Figure 1. PDN straps and rails (run 1).
(3 px per um) Pins as bars on the die edge. Tap cells in grey.
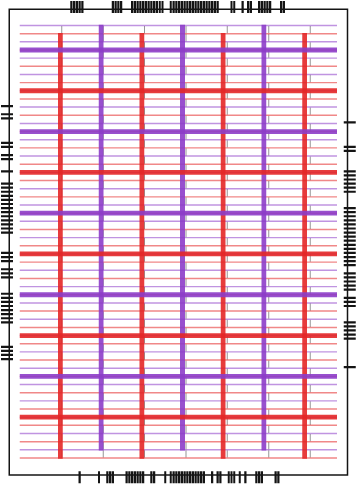
Figure 2. Placed cells, one colour a class (run 1).
(3 px per um) Fill, decap, tap and diode cells in grey.
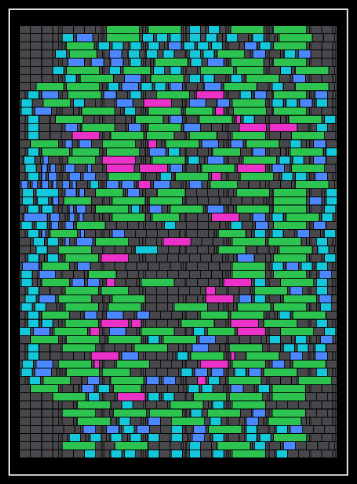
Figure 3. Clock network drawn from the DEF (run 1).
(2 px per um)
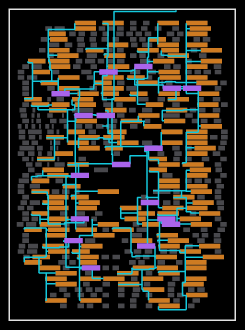
--- src/rtl/fetch_mem_if.sv ---
// Instruction-fetch memory interface: issues one outstanding imem read per accepted PC,
// queues {pc, inst} pairs toward decode and squashes wrong-path responses on redirect.
module fetch_mem_if #(
  parameter int unsigned DWIDTH = 32,
  parameter int unsigned QDEPTH = 2
) (
  input  logic              clk,
  input  logic              rst,
  input  logic [DWIDTH-1:0] pc_in,
  input  logic              redirect,
  output logic              fetch_stall,
  output logic              imem_req_valid,
  output logic [DWIDTH-1:0] imem_req_addr,
  input  logic              imem_req_ready,
  input  logic              imem_resp_valid,
  input  logic [DWIDTH-1:0] imem_resp_data,
  output logic              dec_valid,
  input  logic              dec_ready,
  output logic [DWIDTH-1:0] dec_inst,
  output logic [DWIDTH-1:0] dec_pc
);

  localparam int unsigned   CW    = $clog2(QDEPTH + 1);
  localparam int unsigned   PW    = (QDEPTH > 1) ? $clog2(QDEPTH) : 1;
  localparam logic [CW-1:0] CMAX  = CW'(QDEPTH);
  localparam logic [PW-1:0] PLAST = PW'(QDEPTH - 1);

  typedef enum logic {StReq, StWait} state_e;

  state_e            r_state;
  logic [CW-1:0]     r_count;
  logic              r_squash;
  logic [DWIDTH-1:0] r_pend_pc;
  logic [PW-1:0]     r_head;
  logic [PW-1:0]     r_tail;
  logic [DWIDTH-1:0] r_pc_mem   [QDEPTH];
  logic [DWIDTH-1:0] r_inst_mem [QDEPTH];

  logic w_accept;
  logic w_push;
  logic w_pop;

  function automatic logic [PW-1:0] ptr_next(input logic [PW-1:0] p);
    return (p == PLAST) ? '0 : p + 1'b1;
  endfunction

  // Outputs are forced to their idle values while rst is held, not just after it.
  assign imem_req_valid = !rst && (r_state == StReq) && (r_count < CMAX) && !redirect;
  assign imem_req_addr  = pc_in;
  assign w_accept       = imem_req_valid && imem_req_ready;
  assign fetch_stall    = rst || (!w_accept && !redirect);

  assign w_push    = (r_state == StWait) && imem_resp_valid && !r_squash && !redirect;
  assign dec_valid = (r_count != '0);
  assign w_pop     = dec_valid && dec_ready;
  assign dec_pc    = r_pc_mem[r_head];
  assign dec_inst  = r_inst_mem[r_head];

  always_ff @(posedge clk or posedge rst) begin
    if (rst) begin
      r_state   <= StReq;
      r_squash  <= 1'b0;
      r_pend_pc <= '0;
    end else begin
      unique case (r_state)
        StReq: begin
          if (w_accept) begin
            r_pend_pc <= pc_in;
            r_state   <= StWait;
          end
        end
        StWait: begin
          // A response landing with the redirect is simply dropped; no squash residue.
          if (imem_resp_valid) begin
            r_squash <= 1'b0;
            r_state  <= StReq;
          end else if (redirect) begin
            r_squash <= 1'b1;
          end
        end
      endcase
    end
  end

  always_ff @(posedge clk or posedge rst) begin
    if (rst) begin
      r_count <= '0;
      r_head  <= '0;
      r_tail  <= '0;
    end else if (redirect) begin
      r_count <= '0;
      r_head  <= '0;
      r_tail  <= '0;
    end else begin
      if (w_push) r_tail <= ptr_next(r_tail);
      if (w_pop)  r_head <= ptr_next(r_head);
      if (w_push && !w_pop) begin
        r_count <= r_count + 1'b1;
      end else if (!w_push && w_pop) begin
        r_count <= r_count - 1'b1;
      end
    end
  end

  always_ff @(posedge clk) begin
    if (w_push) begin
      r_pc_mem[r_tail]   <= r_pend_pc;
      r_inst_mem[r_tail] <= imem_resp_data;
    end
  end

  // Issue is gated on count < QDEPTH, so a push into a full queue means broken gating.
  always_ff @(posedge clk) begin
    if (!rst) begin
      assert (!(w_push && (r_count == CMAX)));
    end
  end

endmodule
--- config.mk ---
export PLATFORM = sky130hd
export DESIGN_NAME = fetch_mem_if
export DESIGN_NICKNAME = d
export VERILOG_FILES = /design/src/rtl/fetch_mem_if.sv
export SDC_FILE = /design/constraint.sdc
export NUM_CORES = 1
export LEC_CHECK = 0
export ABC_AREA = 0
export CAP_MARGIN = 20
export CELL_PAD_IN_SITES_DETAIL_PLACEMENT = 1
export CELL_PAD_IN_SITES_GLOBAL_PLACEMENT = 1
export CORE_ASPECT_RATIO = 1.4
export CORE_MARGIN = 3
export CORE_UTILIZATION = 41
export CTS_BUF_LIST = sky130_fd_sc_hd__clkbuf_16
export CTS_CLUSTER_SIZE = 28
export DETAILED_ROUTE_END_ITERATION = 10
export GPL_TIMING_DRIVEN = 1
export PLACE_DENSITY = 0.77
export SYNTH_ARGS = -nofsm -noshare
export SYNTH_HDL_FRONTEND = slang
export SYNTH_SLANG_ARGS = --single-unit
--- constraint.sdc ---
create_clock -name clk -period 4.85 [get_ports clk]
set_input_delay 0.97 -clock clk [delete_from_list [all_inputs] [get_ports clk]]
set_output_delay 0.97 -clock clk [all_outputs]
set_load 0.05 [all_outputs]
==> GITHUB_STEP_SUMMARY, run 1 <==
## Synthesis and layout report

| Metric | Value |
|---|---|
| Arr. time, crit path | `3050 ps` |
| Gate power share | `11.7%` |
| Vias in the first global route | `3,768` |
| Final Hold Fails | `0` |
| Share of cells above drive strength 1 | `27.97%` |
| Initial antenna violation count | `0` |
| GR Util All Layers | `15.80%` |
| Bufs w/o clock | `172` |
| CP required | `3880 ps` |
| Crit-path leading delay family | `buffers and inverters` |
| Highest Signal Layer | `met4` |
| Fin Hold WS | `between 400 and 500 ps` |
| Chip Area | `0.01737 sq mm` |
| Tool Warnings | `26` |
| P_comb | `402 uW` |
| Largest cells by area after synthesis | `edfxtp_1 (59%), dfrtp_1 (15%), mux2_2 (12%), mux2_4 (6.7%), buf_4 (3.7%)` |
| Post-Synthesis Net Count | `405` |
| Vias per Instance | `between 4 and 5` |
| Logic inverters | `5` |
| Busiest layer in global routing | `met2` |
| Met2 WL | `7.575 mm` |
| HP Class | `flip-flop to flip-flop` |
| F_max | `0.2489 GHz` |
| Hold endpoint | `r_pc_mem[0][18]` |
| Combinational Gates | `122` |
| Reg2Reg Setup Slack | `2510 ps` |
| Basic Gates by Area | `around 1.5%` |
| Core footprint | `0.01525 sq mm` |
| Die X | `112.3 um` |
| Fin crit share | `82.85%` |
| Largest logic family | `multiplexers` |
| Commonest cells post-synth | `edfxtp_1 (128), mux2_2 (67), dfrtp_1 (38), buf_4 (32), mux2_4 (29)` |
| Total Power | `3428 uW` |
| Max stage delay on crit path | `700 ps` |
| Clk slew on worst S/H paths | `~60 ps` |
| First-pass GRT wire length | `20.78 mm` |
| Root Driver | `clkbuf_16` |
| Metal3 WL | `between 500 and 600 um` |
| Max-area cell share | `59.31%` |
| Top FF cell, synth | `edfxtp_1` |
| Critical Path Start | `redirect` |
| Post-cts sizing count | `0` |
| Multiplexer share | `about 19%` |
| # Max-Cap Violations | `0` |
| P per Cell Area | `391.2 mW/mm^2` |
| Area growth, synth to finish | `35.19%` |
| Hpwl dp | `9.065 mm` |
| FP Util | `42.49%` |
| RD Place Congestion | `0.7211` |
| Outcome | `finished, final reports clean` |
| H-tree depth | `4` |
| Dpl cells | `~660` |
| Pin count of the biggest net entering global routing | `65` |
| Max Clock Skew | `8.885 ps` |
| Inserted Clock Buffers | `17` |
| Rows | `53` |
| Min cycle time layout | `4018 ps` |
| Slew Limit Fails | `0` |
| IO Pins | `169` |
| RSZ-0062 raised after global routing | `false` |
| Port bufs | `168` |
| Critical setup path kind | `primary input to output pin` |
| Adder Area Share | `0%` |
| Critical-path cell list | `clkdlybuf4s50_1, nor4_4, a21oi_1, or2_2, clkdlybuf4s50_1` |
| Worst hold path depth | `0` |
| Fraction of area in clock buffers and inverters | `about 6.8%` |
| Least-Margin Pin Slew | `904.5 ps` |
| DRC | `0` |
| Synthesized flop and latch total | `about 170` |
Back to the opening pictures, Figure 1:
Key: purple = VDD; red = VSS
The core has 53 rows. 7 straps on met4. 169 signal pins sit on the boundary. 10 straps on met5.

Back to the opening pictures, Figure 2:
Key: blue = combinational and other logic [cells 127]; cyan = remaining buffers and delay cells [cells 172]; magenta = clock drivers and dummy loads [cells 32]; green = sequential cells [cells 166]
fin util: 57.45%
Seq/total area: 54.73%

Back to the opening pictures, Figure 3:
Key: orange = flip-flops [count 166]; purple = clock drivers [count 17]; cyan = clock wires [length 1,800 um]
Position of the flops: all over the die.

Figure 4. Routed metal, one colour a layer (run 1).
(3 px per um)
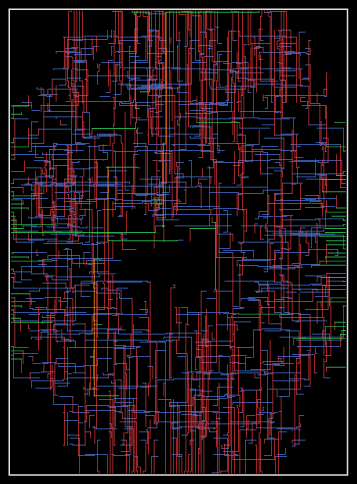

==> run 1 -> run 2 <==
==> constraint.sdc (replaced) <==
create_clock -name clk -period 4.1 [get_ports clk]
set_input_delay 0.82 -clock clk [delete_from_list [all_inputs] [get_ports clk]]
set_output_delay 0.82 -clock clk [all_outputs]
set_load 0.05 [all_outputs]
Figure 5. Routed metal, one colour a layer (run 2).
(3 px per um)
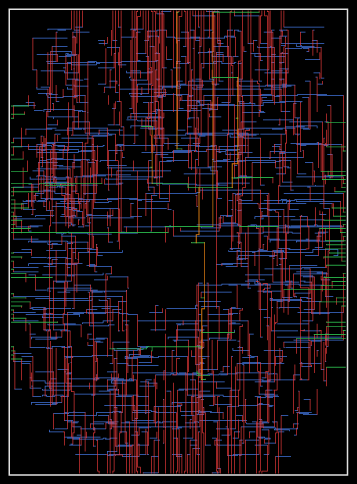
Key: blue = metal 1 [wire length 5,090 um]; green = metal 3 [wire length 581 um]; red = metal 2 [wire length 7,530 um]; orange = metal 4 [wire length 240 um]

Figure 6. PDN straps and rails (run 2).
(3 px per um) Pins as bars on the die edge. Tap cells in grey.
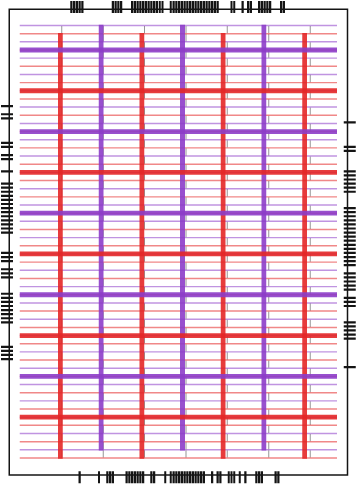
Key: red = VSS; purple = VDD
192 tap cells. The core has 53 rows. 7 straps on met4. 54 met1 rails follow the rows.
core footprint: 0.01525 sq mm
Die H: 154.8 um
Die X: 112.3 um
Max VDD drop: 0.3032 mV

==> run 2 against run 1 <==
Effect of this change:
- register-to-register slack got worse by 490 ps
- clock power rose by about 20%
- design area barely moved
- highest routed layer unchanged
==> GITHUB_STEP_SUMMARY, run 2 <==
## Synthesis and layout report

| Metric | Value |
|---|---|
| First-pass GRT wire length | `21.31 mm (was 20.78 mm)` |
| Outcome | `finished, final reports clean (unchanged)` |
| IO Pins | `169 (unchanged)` |
| GR Util All Layers | `15.98% (was 15.80%)` |
| Busiest layer in global routing | `met2 (unchanged)` |
| Port bufs | `168 (unchanged)` |
| Highest Signal Layer | `met4 (unchanged)` |
| Synth area leader | `edfxtp_1 (unchanged)` |
| Bufs w/o clock | `175 (was 172)` |
| Routed WL | `13.44 mm (was 13.34 mm)` |
| RD Place Congestion | `0.6907 (was 0.7211)` |
| CTS Hold Bufs | `0 (unchanged)` |
| Post-Synthesis Net Count | `405 (unchanged)` |
| Crit-path leading delay family | `buffers and inverters (unchanged)` |
| Worst hold path depth | `0 (unchanged)` |
| Mapped cell area | `0.006481 sq mm (unchanged)` |
| Area growth, synth to finish | `35.15% (was 35.19%)` |
| Registers | `166 (unchanged)` |
| Syn_area_per_cell | `19.35 sq um (unchanged)` |
| Max stage delay on crit path | `700 ps (about the same)` |
| Commonest cells post-synth | `edfxtp_1 (128), mux2_2 (67), dfrtp_1 (38), buf_4 (32), mux2_4 (29) (unchanged)` |
| FP Util | `42.49% (unchanged)` |
| Sw frac | `24.08% (was 23.42%)` |
| Total Power | `4085 uW (was 3428 uW)` |
| Min cycle time layout | `3721 ps` |
| Hold endpoint | `r_pc_mem[0][12] (was r_pc_mem[0][18])` |
| Pin count of the biggest net entering global routing | `39 (was 65)` |
| Fin util | `57.43% (was 57.45%)` |
| Adder Area Share | `0% (unchanged)` |
| Fin nets | `557 (was 554)` |
| Rows | `53 (unchanged)` |
| Max-area cell share | `59.31% (unchanged)` |
| Inserted Clock Buffers | `17 (unchanged)` |
| Max Clock Skew | `9.305 ps (was 8.885 ps)` |
| Critical setup path kind | `primary input to output pin (unchanged)` |
| H-tree depth | `4 (unchanged)` |
| Worst r2r path cells | `4 (unchanged)` |
| M1 WL | `5.088 mm (was 5.014 mm)` |
| CP required | `3280 ps (was 3880 ps)` |
| Largest logic family | `multiplexers (unchanged)` |
| Chip Area | `0.01737 sq mm (unchanged)` |
| P per Cell Area | `466.3 mW/mm^2 (was 391.2 mW/mm^2)` |
| TritonCTS clock tree | `yes (unchanged)` |
| F_max | `approximately 0.27 GHz` |
| Filler Cell Count | `1,393 (was 1,395)` |
| Combinational Gates | `122 (unchanged)` |
| P_comb | `478 uW (was 402 uW)` |
| Clk. pwr | `1590 uW (was 1320 uW)` |
| Root Driver | `clkbuf_16 (unchanged)` |
| Max clock buf depth | `2 (unchanged)` |
| Nature of the critical path endpoint | `output pin (unchanged)` |
| Met2 WL | `7.533 mm (was 7.575 mm)` |
| Metal3 WL | `580 um (was 531 um)` |
| Fraction of area in clock buffers and inverters | `6.756% (was 6.783%)` |
| Initial antenna violation count | `0 (unchanged)` |
| Regs by FF count | `r_inst_mem x64, r_pc_mem x64, r_pend_pc x32 (unchanged)` |
| Worst reg2reg startpoint | `r_state (unchanged)` |
| Vias in the first global route | `3,791 (was 3,768)` |
| Multiplexer share | `18.51% (unchanged)` |
| Setup TNS Final | `0 ps (unchanged)` |
| P_seq | `2020 uW (was 1710 uW)` |
| Basic Gates by Area | `1.506% (unchanged)` |
| # Max-Cap Violations | `0 (unchanged)` |
| Fin Hold WS | `471.5 ps (was 467.3 ps)` |
| Post-cts sizing count | `0 (unchanged)` |
| Dominant kind of cell | `registers (unchanged)` |
| Critical path launch point type | `primary input (unchanged)` |
| Arr. time, crit path | `2900 ps (was 3050 ps)` |
| Post-Layout Inst Area | `0.008760 sq mm (was 0.008762 sq mm)` |
| GR Util met3 | `3.405% (was 3.953%)` |
| Gate power share | `11.7% (about the same)` |
| Share of cells above drive strength 1 | `28.60% (was 27.97%)` |
| Fin crit share | `90.75%` |
| Most frequent logic cell in the layout | `clkdlybuf4s50_1 (unchanged)` |
| RSZ-0062 raised after global routing | `false (unchanged)` |
| Xor/xnor share | `0.2703% (unchanged)` |
| Setup bufs post-CTS | `0 (unchanged)` |
| Relative slew slack | `41.93% (was 39.70%)` |
| Combinational share of cell area | `15.71% (about the same)` |
| Hpwl dp | `9.069 mm (was 9.065 mm)` |
| HP Class | `flip-flop to flip-flop (unchanged)` |
| Dpl cells | `660 (was 657)` |
| Least-Margin Pin Slew | `869.8 ps (was 904.5 ps)` |
| P_leak | `0.003165 uW (was 0.003159 uW)` |
| Synthesized flop and latch total | `166 (unchanged)` |
| Slew Limit Fails | `0 (unchanged)` |
| Placed cell areas | `0.008165 sq mm (was 0.008168 sq mm)` |
| Largest cells by area after synthesis | `edfxtp_1 (59%), dfrtp_1 (15%), mux2_2 (12%), mux2_4 (6.7%), buf_4 (3.7%) (unchanged)` |
| DRC | `0 (unchanged)` |
| Met1 usage | `18.28% (was 17.23%)` |
| Reg2Reg Setup Slack | `2020 ps (was 2510 ps)` |
| CP Depth | `5 (unchanged)` |
| Final Hold Fails | `0 (unchanged)` |
| CP endpoint | `fetch_stall (unchanged)` |
| Most frequent cells in the layout | `clkdlybuf4s50_1 (168), edfxtp_1 (128), mux2_2 (67), dfrtp_1 (37), mux2_4 (29) (unchanged)` |
| Top FF cell, synth | `edfxtp_1 (unchanged)` |
| Clk slew on worst S/H paths | `60 ps (about the same)` |
| Clock Sinks | `166 (unchanged)` |
| DRT iter0 DRCs | `158 (was 73)` |
| Seq/total area | `54.75% (was 54.73%)` |
| Vias per Instance | `4.876 (was 4.885)` |
| Tool Warnings | `27 (was 26)` |
| Via Count | `3,379 (was 3,366)` |
| Clock Power Share | `38.9% (was 38.4%)` |
| Fin cells | `693 (was 689)` |
| Critical-path cell list | `clkdlybuf4s50_1, nor4_4, a21oi_1, or2_2, clkdlybuf4s50_1 (unchanged)` |
| EDFF count, synth | `128 (unchanged)` |
| Critical Path Start | `redirect (unchanged)` |
| Logic inverters | `5 (unchanged)` |
| Buffer and inverter count on the worst path | `2 (unchanged)` |
Figure 7. Placed cells, one colour a class (run 2).
(3 px per um) Fill, decap, tap and diode cells in grey.
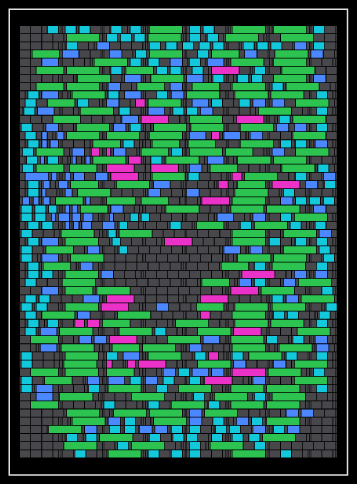
Key: cyan = remaining buffers and delay cells [cells 175]; blue = combinational and other logic [cells 127]; magenta = clock drivers and dummy loads [cells 32]; green = sequential cells [cells 166]

Power and IR drop assume default switching activity.
